Supply network:
Bar = 20 um. Pins as bars on the die edge.
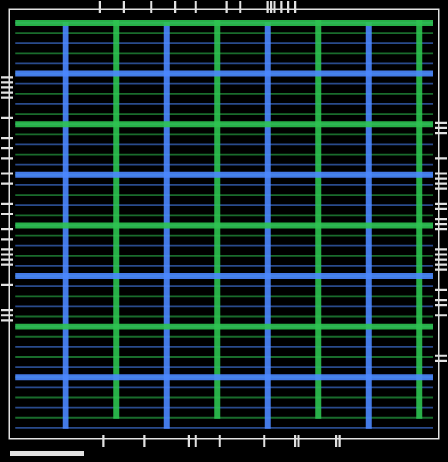
Local utilization:
Bar = 20 um. The die is cut into 11 by 11 equal tiles; black is low, pale yellow is high, 0 to 100% covered.
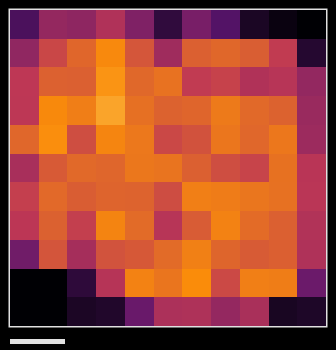
Cell classes on the final placement:
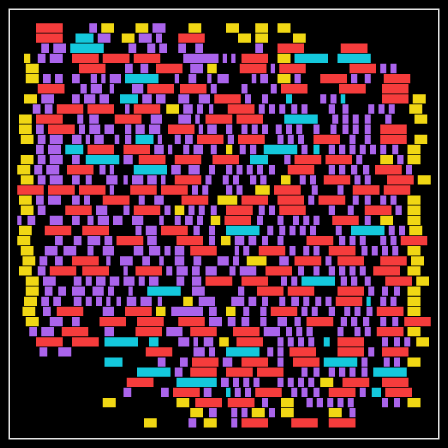
<file path="config.mk">
export PLATFORM = sky130hd
export DESIGN_NAME = spi_slave_four_byte
export DESIGN_NICKNAME = d
export VERILOG_FILES = /design/src/rtl/spi_slave_four_byte.sv
export SDC_FILE = /design/constraint.sdc
export NUM_CORES = 1
export LEC_CHECK = 0
export CAP_MARGIN = 30
export CELL_PAD_IN_SITES_DETAIL_PLACEMENT = 1
export CELL_PAD_IN_SITES_GLOBAL_PLACEMENT = 1
export CORE_UTILIZATION = 45
export CTS_CLUSTER_DIAMETER = 120
export CTS_CLUSTER_SIZE = 20
export DETAILED_ROUTE_END_ITERATION = 12
export MAX_ROUTING_LAYER = met4
export PLACE_DENSITY = 0.92
export RECOVER_POWER = 25
export REMOVE_ABC_BUFFERS = 1
export SLEW_MARGIN = 15
export SYNTH_ARGS = -nofsm -noshare
export SYNTH_HDL_FRONTEND = slang
export SYNTH_SLANG_ARGS = --single-unit
export TNS_END_PERCENT = 5
</file>
<file path="constraint.sdc">
create_clock -name clk -period 4 [get_ports clk]
set_clock_uncertainty 0.15 [all_clocks]
set_input_delay 0.8 -clock clk [delete_from_list [all_inputs] [get_ports clk]]
set_output_delay 0.8 -clock clk [all_outputs]
set_load 0.01 [all_outputs]
</file>
<file path="src/rtl/spi_slave_four_byte.sv">
`default_nettype none
// +----------------------------------------------------------------------------+
// | Module      : spi_slave_four_byte                                          |
// | Description : Mode-0 SPI slave, 32-bit frames oversampled in the clk       |
// |               domain. It has a one-entry 24-bit response holding register. |
// |               Define SPI_MISO_TRISTATE_EN to float MISO while SS is high.  |
// | Revision    : 1.0 - initial release                                        |
// +----------------------------------------------------------------------------+
module spi_slave_four_byte #(
  parameter int         SYNC_STAGES = 2,
  parameter logic [7:0] TX_HDR_BYTE = 8'h00
) (
  input  logic        clk,
  input  logic        reset,
  input  logic        SPI_SCK,
  input  logic        SPI_SS,
  input  logic        SPI_MOSI,
  output logic        SPI_MISO,
  output logic        wr_buffer_free,
  input  logic        wr_en,
  input  logic [23:0] wr_data,
  output logic        rd_data_available,
  input  logic        rd_ack,
  output logic [31:0] rd_data,
  output logic [3:0]  LED_Groups
);

  typedef enum logic [1:0] {
    ST_IDLE   = 2'd0,
    ST_ACTIVE = 2'd1,
    ST_DONE   = 2'd2
  } state_t;

  state_t r_state, w_state_nxt;

  logic [SYNC_STAGES-1:0] r_sck_sync, r_ss_sync, r_mosi_sync;
  logic        r_sck_d, r_ss_d;
  logic [4:0]  r_bit_cnt;
  logic [30:0] r_rx_shift;
  logic [31:0] r_tx_shift;
  logic        r_tx_from_hold;
  logic        r_hold_valid;
  logic [23:0] r_hold_data;
  logic        r_rd_avail;
  logic [31:0] r_rd_data;
  logic        r_overrun;

  logic w_sck_s, w_ss_s, w_mosi_s;
  logic w_sck_rise, w_sck_fall, w_ss_fall;
  logic w_frame_start, w_bit_sample, w_complete, w_tx_shift;
  logic [31:0] w_rx_full;

  assign w_sck_s    = r_sck_sync[SYNC_STAGES-1];
  assign w_ss_s     = r_ss_sync[SYNC_STAGES-1];
  assign w_mosi_s   = r_mosi_sync[SYNC_STAGES-1];
  assign w_sck_rise = w_sck_s & ~r_sck_d;
  assign w_sck_fall = ~w_sck_s & r_sck_d;
  assign w_ss_fall  = ~w_ss_s & r_ss_d;
  assign w_tx_shift = (r_state == ST_ACTIVE) & w_sck_fall & ~w_ss_s;
  // First wire byte sits in the top of the shift register; it belongs in rd_data[7:0].
  assign w_rx_full  = {r_rx_shift, w_mosi_s};

  always_comb begin
    w_state_nxt   = r_state;
    w_frame_start = 1'b0;
    w_bit_sample  = 1'b0;
    w_complete    = 1'b0;
    case (r_state)
      ST_IDLE: begin
        if (w_ss_fall) begin
          w_state_nxt   = ST_ACTIVE;
          w_frame_start = 1'b1;
        end
      end
      ST_ACTIVE: begin
        if (w_ss_s) begin
          w_state_nxt = ST_IDLE;
        end else if (w_sck_rise) begin
          w_bit_sample = 1'b1;
          if (r_bit_cnt == 5'd31) begin
            w_complete  = 1'b1;
            w_state_nxt = ST_DONE;
          end
        end
      end
      ST_DONE: begin
        if (w_ss_s) w_state_nxt = ST_IDLE;
      end
      default: w_state_nxt = ST_IDLE;
    endcase
  end

  always_ff @(posedge clk) begin
    if (reset) begin
      r_sck_sync     <= '0;
      r_ss_sync      <= '1;
      r_mosi_sync    <= '0;
      r_sck_d        <= 1'b0;
      r_ss_d         <= 1'b1;
      r_state        <= ST_IDLE;
      r_bit_cnt      <= 5'd0;
      r_rx_shift     <= 31'd0;
      r_tx_shift     <= 32'd0;
      r_tx_from_hold <= 1'b0;
      r_hold_valid   <= 1'b0;
      r_hold_data    <= 24'd0;
      r_rd_avail     <= 1'b0;
      r_rd_data      <= 32'd0;
      r_overrun      <= 1'b0;
    end else begin
      r_sck_sync  <= {r_sck_sync[SYNC_STAGES-2:0], SPI_SCK};
      r_ss_sync   <= {r_ss_sync[SYNC_STAGES-2:0], SPI_SS};
      r_mosi_sync <= {r_mosi_sync[SYNC_STAGES-2:0], SPI_MOSI};
      r_sck_d     <= w_sck_s;
      r_ss_d      <= w_ss_s;
      r_state     <= w_state_nxt;

      if (r_state == ST_IDLE) begin
        r_bit_cnt <= 5'd0;
      end else if (w_bit_sample) begin
        r_bit_cnt  <= r_bit_cnt + 5'd1;
        r_rx_shift <= w_rx_full[30:0];
      end

      // Shift register holds wire order: header byte leaves first, MSB first.
      if (w_frame_start) begin
        r_tx_shift     <= r_hold_valid ?
                          {TX_HDR_BYTE, r_hold_data[7:0], r_hold_data[15:8], r_hold_data[23:16]} :
                          {TX_HDR_BYTE, 24'h0};
        r_tx_from_hold <= r_hold_valid;
      end else if (w_tx_shift) begin
        r_tx_shift <= {r_tx_shift[30:0], 1'b0};
      end

      if (w_complete && r_tx_from_hold) begin
        r_hold_valid <= 1'b0;
      end else if (wr_en && !r_hold_valid) begin
        r_hold_valid <= 1'b1;
        r_hold_data  <= wr_data;
      end

      // A completion takes priority over a simultaneous acknowledge.
      if (w_complete) begin
        r_rd_data  <= {w_rx_full[7:0], w_rx_full[15:8], w_rx_full[23:16], w_rx_full[31:24]};
        r_rd_avail <= 1'b1;
        if (r_rd_avail) r_overrun <= 1'b1;
      end else if (rd_ack) begin
        r_rd_avail <= 1'b0;
      end
    end
  end

`ifdef SPI_MISO_TRISTATE_EN
  assign SPI_MISO = w_ss_s ? 1'bz : r_tx_shift[31];
`else
  assign SPI_MISO = w_ss_s ? 1'b0 : r_tx_shift[31];
`endif

  assign wr_buffer_free    = ~r_hold_valid;
  assign rd_data_available = r_rd_avail;
  assign rd_data           = r_rd_data;
  assign LED_Groups        = {r_overrun, r_hold_valid, r_rd_avail, r_state == ST_ACTIVE};

endmodule
`default_nettype wire

</file>
==> commit_impl_results.txt <==
Update PnR metrics after Yosys + OpenROAD run

- Most popular library cell in the synthesized design by count: sky130_fd_sc_hd__dfxtp_1
- GR Layer Usage met1: 27.72%
- Number of clock buffers inserted by TritonCTS: 17
- FFs & Latches: 138
* Result of the run: complete, no violations
- On the worst path, the slowest cell contributes a delay of 1.09 ns.
- Initial DRC Count: 342
* Maximum clock path buffer count: 2
- Portion of total power attributed to combinational logic: 5.4%
- In this run the register-to-register setup slack is 1.42 ns.
- Of the combinational cells, the family taking the most area is AND-OR/OR-AND gates.
* Share of layout cells above drive strength 1: 7.615%
- The analysis attributes to net switching a power of 679.0 uW.
- Final setup violation count: 0
- The detailed router placed 4984 vias in this run.
- Looking at the global route congestion table, the highest-usage layer is met2.
- At the later pin of the worst-skew pair, clock insertion delay measures 0.42 ns.
- Depth of the CTS H-tree: 4
- Multi-input gates account for 37.83% of the area.
- First-pass GRT wire length: 24740 um
- The finished design was reported to have a net count of 716.
* Synth area leaders: sky130_fd_sc_hd__dfxtp_1, sky130_fd_sc_hd__nand3_1, sky130_fd_sc_hd__a21oi_1
* Die X: 115.0 um
- Number of signal-net inverters in the final layout: 2
- Post-synthesis, Yosys gives the total cell area as 5746 sq um.
- Type of the worst min-delay path: reg -> reg
* Post-Synthesis Cells: 658
- Total length of routed wires: 14820 um
* Number of diodes added for antenna fixing: 0
- Fraction of standard cell area that is sequential: 39.40%
* Leak: 2.279 nW
- For the finished layout, the period the worst path requires is 2.968 ns.
- Layout non-clock buf frac: 11.40%
- Routed via count divided by cell count: 5.769
* Area fraction in compound gates after synthesis: 21.52%
- WP buf/inv: 2
- The clock network is responsible for 48.6% of the overall power.
- Critical path launch point type: primary input
- Counting the warning lines in the Yosys log gives 0.
- Summed over all combinational cells, the power is 169 uW.
* Cell taking the most area after synthesis: sky130_fd_sc_hd__dfxtp_1
- Worst-path maximum fanout: 87
* Max-Slew Margin vs Limit: 8.819%
- The netlist uses 36 different library cells.
* Count of buffers inserted at the top-level ports: 69
* Worst Setup Slack, final: 1.032 ns
- Per the synth log, the flip-flop and latch total comes to 138.
* Mux share of post-synthesis cell area: 4.355%
* Placed cells: 831
Back to the opening pictures, 'supply network':
VDD: marked green. VSS: marked blue.
8 straps on met4. 41 met1 rails follow the rows. 8 straps on met5.

Back to the opening pictures, 'local utilization':
The mean over all tiles is 51%. 2.5% of the tiles are over 75% full. The emptiest ninth of the die: bottom left. The fullest tile reaches 80%.
share of the core filled by cells before placement: 47.05%
core outline area: 12210 sq um
post-layout utilization of the core: 57.42%

Back to the opening pictures, 'cell classes on the final placement':
combinational and other logic: marked purple, cells 444, share of their area 39%. remaining buffers and delay cells: marked yellow, cells 82, share of their area 12%. clock drivers and dummy loads: marked cyan, cells 32, share of their area 8.5%. sequential cells: marked red, cells 138, share of their area 41%.
number of cell rows: 40
Final Cell Area: 7012 sq um

Power and IR drop assume default switching activity.
